`config.mk`:
```
export PLATFORM = sky130hd
export DESIGN_NAME = top_level_dec
export DESIGN_NICKNAME = d
export VERILOG_FILES = /design/src/rtl/top_level_dec.sv
export SDC_FILE = /design/constraint.sdc
export NUM_CORES = 2
export LEC_CHECK = 0
export ABC_AREA = 0
export CORE_MARGIN = 5
export CORE_UTILIZATION = 40
export DETAILED_ROUTE_END_ITERATION = 8
export PLACE_DENSITY_LB_ADDON = 0.12
export SLEW_MARGIN = 20
export SYNTH_ARGS = -nofsm -noshare
export SYNTH_HDL_FRONTEND = slang
export SYNTH_SLANG_ARGS = --single-unit
export TNS_END_PERCENT = 100
```
`constraint.sdc`:
```
create_clock -name clk -period 10.8 [get_ports clk]
set_input_delay 2.16 -clock clk [delete_from_list [all_inputs] [get_ports clk]]
set_output_delay 2.16 -clock clk [all_outputs]
set_load 0.02 [all_outputs]
```
`src/rtl/top_level_dec.sv`:
```
// top_level_dec: fixed-latency modular exponentiation m = c^d_key mod n (RSA decryption).
//
// Right-to-left square-and-multiply over every bit of d_key, LSB first. Each exponent bit
// takes exactly WIDTH cycles. Two shift-add modular multipliers run side by side, one
// iteration per cycle:
//   P1 = result * base mod n
//   P2 = base   * base mod n
// Both scan base MSB first. Latency does not depend on the operand values.
//
// Ports:
//   clk    - clock; all state changes on the rising edge
//   reset  - asynchronous, active-low reset
//   start  - begin a decryption; sampled only in IDLE
//   c      - ciphertext      (WIDTH bits)
//   d_key  - private exponent (WIDTH bits)
//   n      - modulus         (WIDTH bits)
//   m      - recovered message; held from done until the next result
//   done   - one-cycle completion pulse
//   busy   - high from LOAD through the last CALC cycle
//   err    - invalid operands (n < 2 or c >= n); valid with done, cleared in LOAD
module top_level_dec #(
    parameter int unsigned WIDTH = 128
) (
    input  logic             clk,
    input  logic             reset,
    input  logic             start,
    input  logic [WIDTH-1:0] c,
    input  logic [WIDTH-1:0] d_key,
    input  logic [WIDTH-1:0] n,
    output logic [WIDTH-1:0] m,
    output logic             done,
    output logic             busy,
    output logic             err
);

    localparam int unsigned CW = (WIDTH > 1) ? $clog2(WIDTH) : 1;

    typedef enum logic [1:0] {StIdle, StLoad, StCalc, StFin} state_e;

    state_e           state_q;
    logic [WIDTH-1:0] d_q, n_q;
    logic [WIDTH-1:0] result_q, base_q;
    logic [WIDTH-1:0] acc1_q, acc2_q;
    logic [CW-1:0]    bit_idx_q;   // exponent bit being processed
    logic [CW-1:0]    iter_q;      // multiplier scan position in base, MSB first
    logic [WIDTH-1:0] m_q;
    logic             done_q, busy_q, err_q;

    logic [WIDTH-1:0] dbl1, dbl2, p1_nxt, p2_nxt;
    logic             scan_bit, op_bad;

    // Single conditional subtraction. The input is always < 2n, so one subtraction
    // brings it back into [0, n).
    function automatic logic [WIDTH-1:0] mod_sub(input logic [WIDTH:0] x,
                                                 input logic [WIDTH-1:0] md);
        logic [WIDTH:0] diff;
        diff = x - {1'b0, md};
        return (x >= {1'b0, md}) ? diff[WIDTH-1:0] : x[WIDTH-1:0];
    endfunction

    always_comb begin
        scan_bit = base_q[iter_q];
        // The accumulators are < n, so the doubled value fits in WIDTH+1 bits.
        dbl1     = mod_sub({acc1_q, 1'b0}, n_q);
        dbl2     = mod_sub({acc2_q, 1'b0}, n_q);
        p1_nxt   = dbl1;
        p2_nxt   = dbl2;
        if (scan_bit) begin
            p1_nxt = mod_sub({1'b0, dbl1} + {1'b0, result_q}, n_q);
            p2_nxt = mod_sub({1'b0, dbl2} + {1'b0, base_q}, n_q);
        end
        op_bad = (n[WIDTH-1:1] == '0) || (c >= n);
    end

    always_ff @(posedge clk or negedge reset) begin
        if (!reset) begin
            state_q   <= StIdle;
            d_q       <= '0;
            n_q       <= '0;
            result_q  <= '0;
            base_q    <= '0;
            acc1_q    <= '0;
            acc2_q    <= '0;
            bit_idx_q <= '0;
            iter_q    <= '0;
            m_q       <= '0;
            done_q    <= 1'b0;
            busy_q    <= 1'b0;
            err_q     <= 1'b0;
        end else begin
            done_q <= 1'b0;
            case (state_q)
                StIdle: begin
                    if (start) begin
                        state_q <= StLoad;
                        busy_q  <= 1'b1;
                    end
                end
                StLoad: begin
                    d_q       <= d_key;
                    n_q       <= n;
                    result_q  <= WIDTH'(1);
                    base_q    <= c;
                    acc1_q    <= '0;
                    acc2_q    <= '0;
                    bit_idx_q <= '0;
                    iter_q    <= CW'(WIDTH - 1);
                    err_q     <= op_bad;
                    if (op_bad) begin
                        state_q <= StFin;
                        busy_q  <= 1'b0;
                    end else begin
                        state_q <= StCalc;
                    end
                end
                StCalc: begin
                    if (iter_q == '0) begin
                        // Last scan step: the products are complete this cycle.
                        base_q <= p2_nxt;
                        if (d_q[bit_idx_q]) begin
                            result_q <= p1_nxt;
                        end
                        acc1_q    <= '0;
                        acc2_q    <= '0;
                        iter_q    <= CW'(WIDTH - 1);
                        bit_idx_q <= bit_idx_q + 1'b1;
                        if (bit_idx_q == CW'(WIDTH - 1)) begin
                            state_q <= StFin;
                            busy_q  <= 1'b0;
                        end
                    end else begin
                        acc1_q <= p1_nxt;
                        acc2_q <= p2_nxt;
                        iter_q <= iter_q - 1'b1;
                    end
                end
                StFin: begin
                    m_q     <= err_q ? '0 : result_q;
                    done_q  <= 1'b1;
                    state_q <= StIdle;
                end
                default: state_q <= StIdle;
            endcase
        end
    end

    assign m    = m_q;
    assign done = done_q;
    assign busy = busy_q;
    assign err  = err_q;

endmodule

```
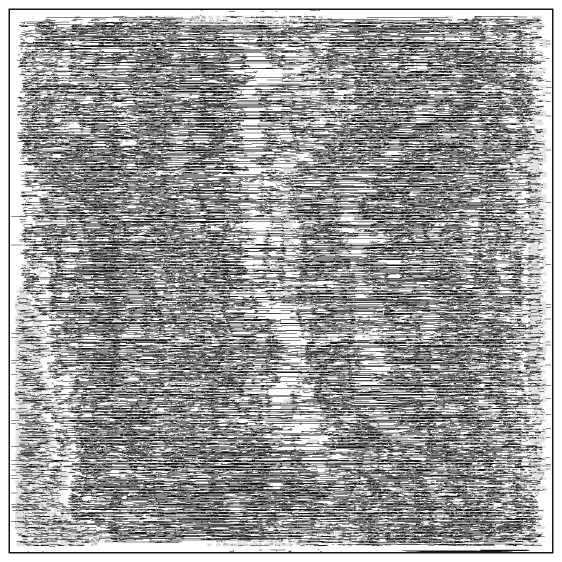
Fig. 1. Metal 1.
nets with wire on the layer: 17067
wire length on this layer: 242 mm
main direction: horizontal
longest straight run: 118 um
met1 usage: 0.585
WL final: 598 mm
Vias: 124000

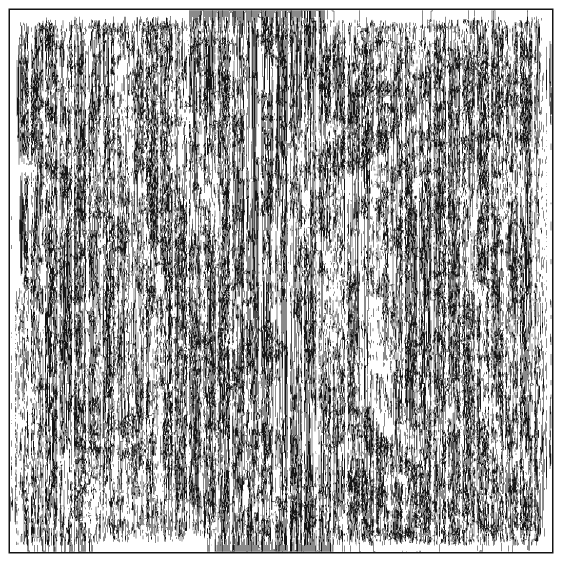
Fig. 2. M2 wires.
nets with wire on the layer: 15546
longest straight run: 277 um
main direction: vertical
met2 Use GR: 0.581

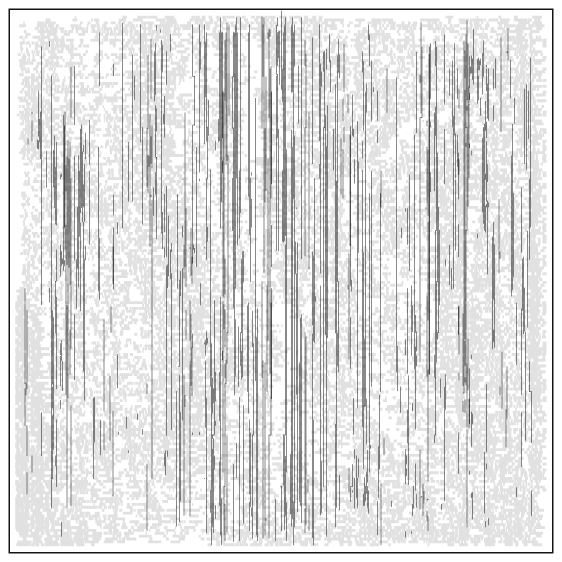
Fig. 3. Met4 routing.
main direction: vertical
wire length on this layer: 43.5 mm
share of all routed wire: 7.3%
nets with wire on the layer: 473
longest straight run: 408 um

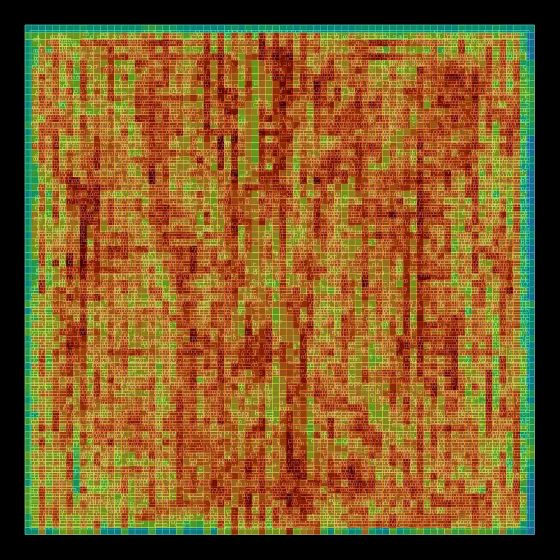
Fig. 4. Routing congestion.
met3 usage: 0.155
total track usage: 0.429
DR WL/cell: 29.9 um
layer with the highest usage: met1
final core utilization: 0.567

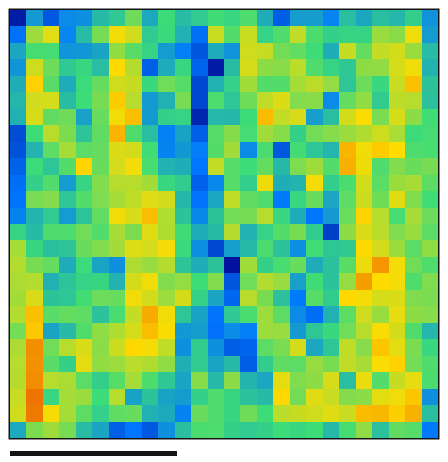
Fig. 5. Local utilization.
Bar = 200 um. The die is cut into 26 by 26 equal tiles; dark blue is low, red is high, 0 to 100% covered.
mean over tiles: 53%
fullest tile: 87%
tiles over 75% full: 5.5%
Starting Density: 0.401
Core ar.: 251000 um^2

final timing paths:
path	startpoint	end	slack, ns	cells past startpoint
setup reg to reg	n_q[115]	base_q[12]	-0.04	50
setup / recovery	n_q[115]	base_q[12]	-0.04	50
max in group asynchronous	reset	base_q[22]	7.02	3
hold / removal	d_q[38]	d_q[38]	0.50	1
min in group asynchronous	reset	m[109]	1.37	1
hold reg to reg	d_q[38]	d_q[38]	0.50	1
layout by cell type, fill, tap and decap left out, types with 240 or more instances in the layout:
cell	count
a21oi_1	1331
nor2_1	797
inv_1	617
xor2_1	256
xnor2_1	452
o21ai_0	1057
nand3_1	285
buf_4	3480
ha_1	829
o21bai_1	240
dfrtp_1	911
nand4_1	406
a21o_1	366
clkdlybuf4s50_1	516
nand2_1	1495
layout make-up:
class | instances | area share
clock inverter | 66 | 0.00675
clock buffer | 137 | 0.0211
tap | 3348 | 0.0295
antenna | 24 | 0.000423
sequential | 915 | 0.161
inverter | 630 | 0.0167
timing repair buffer | 4134 | 0.237
multi-input combinational | 10800 | 0.527
cells by family (layout without fill, tap and decap cells):
family | after synthesis | in the layout
compound gates | 4730 | 4730
simple gates | 3963 | 3965
buf+inv | 1410 | 4967
flops | 915 | 915
fa+ha+maj | 911 | 911
xor+xnor | 722 | 722
mux | 424 | 424
other cells | 0 | 24
repair_timing:
item,CTS,global route
cloned,2,10
setup endpoints to repair,512,512
resized,221,456
pin swaps,49,71
setup buffers,30,54
hold buffers,0,0
flip-flops by register name, indices dropped and copies added (netlist names), 128 cells and up:
signal / cells
base_q: 128
d_q: 128
acc2_q: 128
n_q: 128
m: 128
result_q: 128
acc1_q: 128
worst max-delay path: cells and delay by family (launching register included):
family                   cells  cell delay, ns
AND-OR/OR-AND               18            3.06
buffers and inverters       15            2.59
flip-flops                   1            0.32
multiplexers                 2            0.62
XOR/XNOR                     1            0.14
AND/OR/NAND/NOR             11            2.92
adder cells (fa/ha/maj)      3            1.04
per-layer routing:
metal	global-route usage	up-vias	wire, um
li1	-	55200	-
met1	0.585	59800	242000
met2	0.581	8066	228000
met3	0.155	1324	83100
met4	0.242	38	43500
met5	0.00621	-	446
per-stage QoR:
step                      worst slack (ns)  cell area, um^2
after CTS                         0.000690           139000
after floorplan                       1.12           101000
after detailed placement             -2.46           134000
after global placement               -3.51           134000
final                              -0.0365           142000
after global routing               -0.0753           142000
==> results.ini <==
[status]
status = finished with violations
violations = negative setup slack

[global_routing]
grt_pass1_vias = 118000
grt_max_degree = 179
grt_antenna_before_repair = 30

[final_timing]
setup_ws_ns = -0.0365
tightest_slew_ns = 1.28
final.min_clock_period_ns = 10.84
relSlewSlack = 0.145
skew_ns = 0.0967
timing.fmax_mhz = 92.3
finalSetupViolations = 1
final.setup.tns_ns = -0.0365
post-route-period-util = 1.00

[setup_path]
cpPeakStageDelay_ns = 0.55
crit_path_frequent_cell = buf_4

[cts]
clk_pin_slew_worst_paths_ns = 0.07
cts_buffers = 110
insertion_delay_ns = 0.84
cts_root_buffer = clkbuf_16
clock_sinks = 915
clock_path_buffers = 3

[routing]
drc = 0
postRouteAntennaNets = 0
drt_iter0_drc = 16700

[place]
dp.final_hpwl_mm = 497
io_buffers = 517

[synthesis]
ys_top_cells_by_area = dfrtp_1, ha_1, a21oi_1, o21ai_0, nand2_1
syn_area_um2 = 101000
ys_warn_count = 0
yosys-top-cells-count = nand2_1, a21oi_1, o21ai_0
ys_types = 114
yosys.area_share.adder = 0.114
synthArstFlopShare = 1.00

[final_layout]
final_cells = 20000

[die]
die_w_um = 511

